--- src/rtl/rns11_tc_add_sched_if.sv ---
// rtl/rns11_tc_add_sched_if.sv - request/result bundle for the shared mod-11 thermometer-code adder
interface rns11_tc_add_sched_if;
  logic       in0_valid;
  logic       in0_ready;
  logic [3:0] in0_a;
  logic [3:0] in0_b;
  logic       in1_valid;
  logic       in1_ready;
  logic [3:0] in1_a;
  logic [3:0] in1_b;
  logic       out_valid;
  logic       out_ready;
  logic       out_id;
  logic [9:0] out_tc;
  logic [3:0] out_bin;
  logic       out_err;
  logic       busy;

  modport master (
    output in0_valid, in0_a, in0_b, in1_valid, in1_a, in1_b, out_ready,
    input  in0_ready, in1_ready, out_valid, out_id, out_tc, out_bin, out_err, busy
  );

  modport slave (
    input  in0_valid, in0_a, in0_b, in1_valid, in1_a, in1_b, out_ready,
    output in0_ready, in1_ready, out_valid, out_id, out_tc, out_bin, out_err, busy
  );
endinterface

--- src/rtl/rns11_tc_add_sched.sv ---
// rtl/rns11_tc_add_sched.sv - two-requester mod-11 adder stepping a thermometer code b times
// Optional operand range check enabled by defining RNS11_RANGE_CHK_EN.
module rns11_tc_add_sched (
  input  logic                 clk,
  input  logic                 rst,
  rns11_tc_add_sched_if.slave  bus
);
  typedef enum logic [1:0] {IDLE, RUN, DONE} state_t;

  state_t     state_q;
  logic       last_q;
  logic       id_q;
  logic [9:0] acc_q;
  logic [3:0] cnt_q;
  logic       out_valid_q;
  logic       out_id_q;
  logic [9:0] out_tc_q;
  logic [3:0] out_bin_q;
  logic       grant0;
  logic       grant1;
  logic [3:0] sel_a;
  logic [3:0] sel_b;

  function automatic logic [9:0] tc_of(input logic [3:0] v);
    logic [9:0] t;
    t = '0;
    if (v <= 4'd10)
      for (int i = 0; i < 10; i++) t[i] = (4'(i) < v);
    return t;
  endfunction

  function automatic logic [9:0] tc_inc(input logic [9:0] t);
    return (t == 10'h3FF) ? 10'h000 : {t[8:0], 1'b1};
  endfunction

  function automatic logic [3:0] popcnt(input logic [9:0] t);
    logic [3:0] n;
    n = '0;
    for (int i = 0; i < 10; i++) n = n + {3'b000, t[i]};
    return n;
  endfunction

  // The requester not served last time wins a contention.
  always_comb begin
    grant0 = !rst && (state_q == IDLE) && bus.in0_valid && (!bus.in1_valid || last_q);
    grant1 = !rst && (state_q == IDLE) && bus.in1_valid && (!bus.in0_valid || !last_q);
  end

  assign sel_a = grant1 ? bus.in1_a : bus.in0_a;
  assign sel_b = grant1 ? bus.in1_b : bus.in0_b;

`ifdef RNS11_RANGE_CHK_EN
  logic err_q;
  logic out_err_q;
  logic range_bad;
  assign range_bad = (sel_a > 4'd10) || (sel_b > 4'd10);
  assign bus.out_err = out_err_q;
`else
  assign bus.out_err = 1'b0;
`endif

  always_ff @(posedge clk or posedge rst) begin
    if (rst) begin
      state_q     <= IDLE;
      last_q      <= 1'b1;
      id_q        <= 1'b0;
      acc_q       <= '0;
      cnt_q       <= '0;
      out_valid_q <= 1'b0;
      out_id_q    <= 1'b0;
      out_tc_q    <= '0;
      out_bin_q   <= '0;
`ifdef RNS11_RANGE_CHK_EN
      err_q       <= 1'b0;
      out_err_q   <= 1'b0;
`endif
    end else begin
      case (state_q)
        IDLE: begin
          if (grant0 || grant1) begin
            acc_q   <= tc_of(sel_a);
            cnt_q   <= (sel_b > 4'd10) ? 4'd0 : sel_b;
            id_q    <= grant1;
            last_q  <= grant1;
            state_q <= RUN;
`ifdef RNS11_RANGE_CHK_EN
            err_q   <= range_bad;
            // A bad operand skips the increments and reports zero one cycle later.
            if (range_bad) begin
              acc_q <= '0;
              cnt_q <= '0;
            end
`endif
          end
        end
        RUN: begin
          if (cnt_q == 4'd0) begin
            state_q     <= DONE;
            out_valid_q <= 1'b1;
            out_tc_q    <= acc_q;
            out_bin_q   <= popcnt(acc_q);
            out_id_q    <= id_q;
`ifdef RNS11_RANGE_CHK_EN
            out_err_q   <= err_q;
`endif
          end else begin
            acc_q <= tc_inc(acc_q);
            cnt_q <= cnt_q - 4'd1;
          end
        end
        DONE: begin
          if (bus.out_ready) begin
            state_q     <= IDLE;
            out_valid_q <= 1'b0;
            out_id_q    <= 1'b0;
            out_tc_q    <= '0;
            out_bin_q   <= '0;
`ifdef RNS11_RANGE_CHK_EN
            out_err_q   <= 1'b0;
`endif
          end
        end
        default: state_q <= IDLE;
      endcase
    end
  end

  assign bus.in0_ready = grant0;
  assign bus.in1_ready = grant1;
  assign bus.out_valid = out_valid_q;
  assign bus.out_id    = out_id_q;
  assign bus.out_tc    = out_tc_q;
  assign bus.out_bin   = out_bin_q;
  assign bus.busy      = (state_q != IDLE);
endmodule

--- src/flat_wrapper.sv ---
// flat-port wrapper written by rule: the top's interface ports become plain ports
module rns11_tc_add_sched_flat 
  (clk, rst, bus_in0_valid, bus_in0_a, bus_in0_b, bus_in1_valid, bus_in1_a, bus_in1_b, bus_out_ready, bus_in0_ready, bus_in1_ready, bus_out_valid, bus_out_id, bus_out_tc, bus_out_bin, bus_out_err, bus_busy);
  rns11_tc_add_sched_if bus_i ();
  input  logic clk;
  input  logic rst;
  input wire logic [$bits(bus_i.in0_valid)-1:0] bus_in0_valid;
  input wire logic [$bits(bus_i.in0_a)-1:0] bus_in0_a;
  input wire logic [$bits(bus_i.in0_b)-1:0] bus_in0_b;
  input wire logic [$bits(bus_i.in1_valid)-1:0] bus_in1_valid;
  input wire logic [$bits(bus_i.in1_a)-1:0] bus_in1_a;
  input wire logic [$bits(bus_i.in1_b)-1:0] bus_in1_b;
  input wire logic [$bits(bus_i.out_ready)-1:0] bus_out_ready;
  output wire logic [$bits(bus_i.in0_ready)-1:0] bus_in0_ready;
  output wire logic [$bits(bus_i.in1_ready)-1:0] bus_in1_ready;
  output wire logic [$bits(bus_i.out_valid)-1:0] bus_out_valid;
  output wire logic [$bits(bus_i.out_id)-1:0] bus_out_id;
  output wire logic [$bits(bus_i.out_tc)-1:0] bus_out_tc;
  output wire logic [$bits(bus_i.out_bin)-1:0] bus_out_bin;
  output wire logic [$bits(bus_i.out_err)-1:0] bus_out_err;
  output wire logic [$bits(bus_i.busy)-1:0] bus_busy;
  assign bus_i.in0_valid = bus_in0_valid;
  assign bus_i.in0_a = bus_in0_a;
  assign bus_i.in0_b = bus_in0_b;
  assign bus_i.in1_valid = bus_in1_valid;
  assign bus_i.in1_a = bus_in1_a;
  assign bus_i.in1_b = bus_in1_b;
  assign bus_i.out_ready = bus_out_ready;
  assign bus_in0_ready = bus_i.in0_ready;
  assign bus_in1_ready = bus_i.in1_ready;
  assign bus_out_valid = bus_i.out_valid;
  assign bus_out_id = bus_i.out_id;
  assign bus_out_tc = bus_i.out_tc;
  assign bus_out_bin = bus_i.out_bin;
  assign bus_out_err = bus_i.out_err;
  assign bus_busy = bus_i.busy;
  rns11_tc_add_sched u_core (.clk(clk), .rst(rst), .bus(bus_i));
endmodule
--- config.mk ---
export PLATFORM = sky130hd
export DESIGN_NAME = rns11_tc_add_sched_flat
export DESIGN_NICKNAME = d
export VERILOG_FILES = /design/src/rtl/rns11_tc_add_sched_if.sv /design/src/rtl/rns11_tc_add_sched.sv /design/src/flat_wrapper.sv
export SDC_FILE = /design/constraint.sdc
export NUM_CORES = 1
export LEC_CHECK = 0
export CAP_MARGIN = 20
export CORE_AREA = 2 2 78 80
export DETAILED_ROUTE_END_ITERATION = 8
export DIE_AREA = 0 0 80 82
export HOLD_SLACK_MARGIN = 0.08
export PLACE_DENSITY = 0.62
export SYNTH_ARGS = -nofsm -noshare
export SYNTH_HDL_FRONTEND = slang
export SYNTH_SLANG_ARGS = --single-unit
--- constraint.sdc ---
create_clock -name clk -period 3.5 [get_ports clk]
set_clock_uncertainty 0.1 [all_clocks]
set_input_delay 0.525 -clock clk [delete_from_list [all_inputs] [get_ports clk]]
set_output_delay 0.525 -clock clk [all_outputs]
set_load 0.01 [all_outputs]
**Cell density map**

Scale: 3 px per um. The die is cut into 8 by 8 equal tiles; white is low, dark blue is high, 0 to 100% covered.
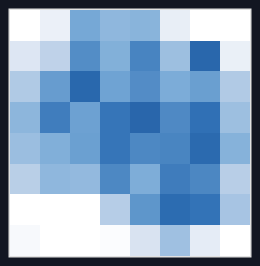
- mean over tiles: 41%
- fullest tile: 78%
- tiles over 75% full: 7.8%
- nearly empty tiles: 16%
- emptiest ninth of the die: bottom left
core footprint: 0.00575 mm2
FP Util: 38.1%

**Clock wires, drivers and flops**

Scale: 6 px per um.
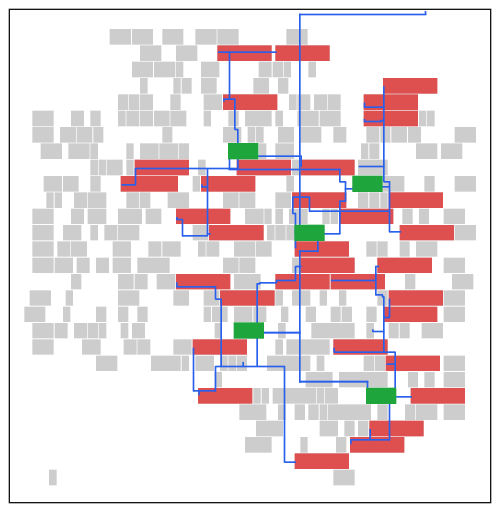
- green: clock-net drivers (count 5)
- red: flip-flops (count 34)
- blue: clock wires (length 468 um)
- routed clock nets: 6
Latency at later pin: 0.29 ns
Clock power frac: 12.7%

**Routing congestion map**

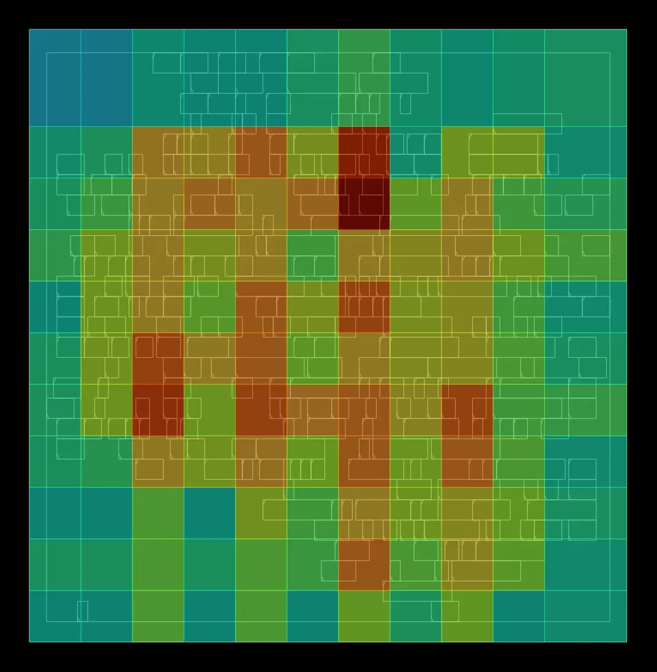
routed len/inst: 14.2 um
Total GRT Usage: 17.2%
met3 Use GR: 3.41%
Core Util, Final: 48.2%

==> flow_metrics.py <==
# Physical implementation metrics
metrics = {
    "clock_tree": {
        "cts_tree": "built",
        "cts-hold-fix-buffers": 0,
        "clock-root-buffer": "clkbuf_8",
        "ctsResizeCount": 0,
        "cts.htree.levels": 2,
        "post_cts_buffers": 0,
        "cts_buffers": 5,
        "cts.clk_slew.worst_paths_ns": 0.07,
        "clockBufferDepth": 2,
        "cts_sinks": 34,
    },
    "sta": {
        "fmax_ghz": 0.298,
        "final_max_slew_viol_count": 0,
        "hold_viol": 0,
        "timing.final.crit_share_pct": 95.8,
        "setup_viol": 0,
        "worst_pin_slew_ns": 0.816,
        "worst_hold_slack_ns": 0.382,
        "setup_slack_ns": 0.147,
        "slew_headroom_pct": 45.2,
        "grt_setup_unrepaired": "false",
        "finalCriticalPeriod_ns": 3.35,
        "final.setup.tns_ns": 0,
    },
    "synthesis": {
        "yosys.area.top_type": "dfrtp_1",
        "ys_sh_xor_pct": 0.800,
        "synthesis.nets": 274,
        "mux_area_share_pct": 1.88,
        "yosys-stat-area_mm2": 0.00219,
        "synth_area_mm2": 0.00219,
        "synth-simple-area-share_pct": 24.8,
        "synth_flops": 34,
        "most_common_cell": "dfrtp_1",
        "logic_family": "simple AND/OR/NAND/NOR gates",
        "synth.cellmix.compoundShare_pct": 18.0,
        "adder_share_pct": 8.91,
        "top_cells_by_count": "dfrtp_1 (33), nand2_1 (29), inv_1 (22)",
        "synthArstFlopShare_pct": 100,
        "synth.distinct_cells": 56,
        "edf_count": 0,
        "ys_cells": 241,
        "ys_warn_count": 0,
        "avgSynthCellArea_um2": 9.09,
        "ys_seq_share_pct": 38.9,
        "top_cell_area_share_pct": 37.7,
        "ff_type": "dfrtp_1",
        "postSynthCellCount": 241,
        "synthTopCellsByArea": "dfrtp_1 (38%), fa_1 (5.5%), nand2_1 (5.0%)",
    },
    "routing": {
        "ant_nets": 0,
        "drc": 0,
        "highest_layer": "met4",
        "drt-pass1-iter-count": 4,
        "drt-initial-drc-count": 166,
        "dr_wl_met3_um": 233,
        "met2RoutedLength_um": 2260,
        "via_per_inst": 5.33,
        "wl_met1_um": 2580,
    },
    "status": {
        "status": "completed",
    },
    "layout": {
        "fin_area_mm2": 0.00277,
        "clockBufferCount": 7,
        "comb-cell-share_pct": 43.3,
        "combGateArea_mm2": 0.00120,
        "final-clk-cell-share_pct": 3.30,
        "drive_above_1_share_pct": 8.36,
        "buffers_excl_clock": 47,
        "design.seq.count": 34,
        "largest_cell_class": "combinational gates",
        "area_delta_synth_final_pct": 26.4,
        "n_all_inverters": 22,
        "buf_share_pct": 16.3,
        "fin_cells": 362,
        "nets": 319,
        "comb_cells": 176,
        "seq_share_pct": 30.8,
        "antenna_cells": 0,
        "fillerInstances": 584,
        "seqCellArea_um2": 852,
    },
    "critical_path": {
        "cp-end-kind": "flip-flop",
        "startpoint_type": "flip-flop",
        "crit_fanout": 4,
        "critPathMostFrequentCell": "fa_1",
        "reg2reg_from": "u_core.acc_q[1]",
        "r2r_slack_ns": 0.15,
        "max_stage_delay_ns": 0.51,
        "worst-setup-path-type": "flip-flop to flip-flop",
        "critPathArrivalTime_ns": 3.39,
        "cp-startpoint": "u_core.acc_q[1]",
        "crit_family": "adder cells",
        "path_buffers": 1,
        "cp.required_ns": 3.54,
        "crit_cells": 9,
        "r2r-end": "u_core.bus.out_bin[2]",
        "cpMaxStageDelayCell": "fa_1",
        "cp_cell_sequence": "ha_1, inv_1, fa_1, fa_1, fa_1, fa_2, fa_1, xnor2_1, o21ai_0",
        "endpoint": "u_core.bus.out_bin[2]",
        "r2r_cells": 9,
    },
    "place": {
        "dp_slack_ns": 0.0725,
        "dp.cells": 349,
        "dpl.hpwl_um": 4010,
        "place_area_mm2": 0.00264,
        "place_congestion": 0.823,
        "portBuffers": 39,
    },
    "global_route": {
        "grt.busiest_layer": "met2",
        "globalRouteOverflowTotal": 0,
        "grt_max_degree": 29,
        "gr-usage-met1_pct": 24.4,
        "grt_antenna_before_repair": 0,
        "grt_pass1_vias": 1771,
        "grt.met2_usage_pct": 26.7,
        "grt_pass1_wl_um": 8810,
    },
    "job": {
        "maxCapViolations": 0,
        "tool_warnings": 28,
    },
    "min_path": {
        "min_from": "u_core.last_q",
        "worstHoldEndpoint": "u_core.last_q",
        "min_path_cells": 2,
        "hold_path_class": "flip-flop to flip-flop",
    },
    "floorplanning": {
        "die_area_mm2": 0.00656,
        "num_io_pins": 41,
        "taps": 75,
        "core.rowCount": 28,
    },
    "power_and_ir_drop": {
        "p_per_area_mw_per_mm2": 851,
        "p_leak_nw": 1.21,
        "p_total_mw": 2.36,
    },
}
**Power grid**

Scale: 6 px per um. Pins as bars on the die edge.
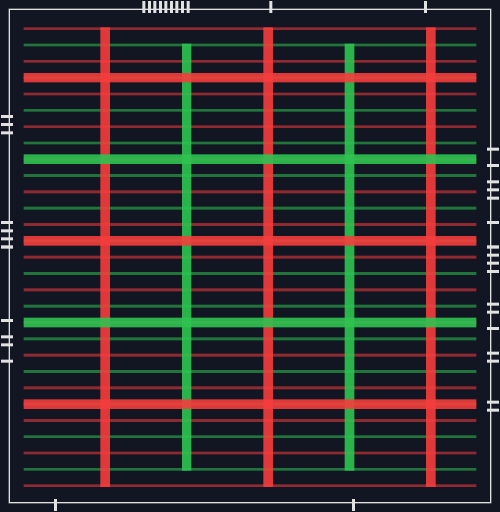
- red: VSS
- green: VDD
- met4 straps: 5
- rows: 28
- signal pins: 41
- met1 rails: 29
- met5 straps: 5
Peak VDD IR: 0.000357 V
DIE HEIGHT: 82 um
Die W: 80 um

**Wiring by layer**

Scale: 6 px per um. Two of the layers only.
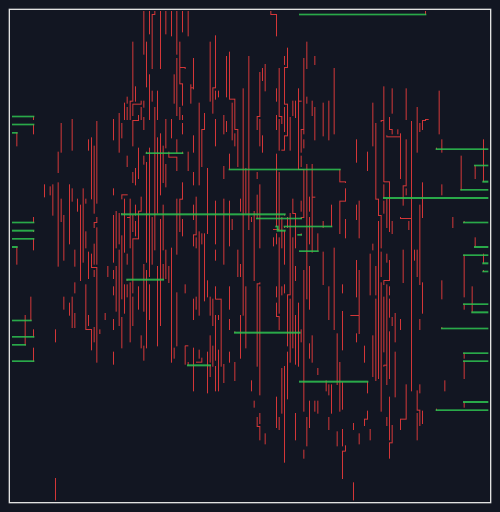
- green: M3 (wire length 234 um)
- red: M2 (wire length 2260 um)
Routed WL: 5130 um
via count: 1929

## cell usage in the layout (no fill, tap or decap), drive strengths merged, types with 2 or more instances in the layout
cell	count
a2111oi	3
a211o	2
a21boi	2
a21oi	5
a221o	2
a221oi	2
a22o	2
a31oi	2
and3b	2
buf	8
clkbuf	7
clkdlybuf4s50	39
dfrtp	33
fa	6
ha	6
inv	22
mux2i	3
nand2	29
nand2b	6
nand3	19
nand3b	4
nand4	7
nor2	8
nor2b	6
nor3	4
nor3b	2
nor4	2
o211ai	5
o21ai	21
o221ai	5
or2	2
or3	2
xnor2	2
## where the power goes
group          internal, mW  switching (mW)
sequential            0.570           0.130
clock                 0.159           0.142
combinational         0.646           0.711
No activity file was given, so power comes from the tool's default toggle rates.
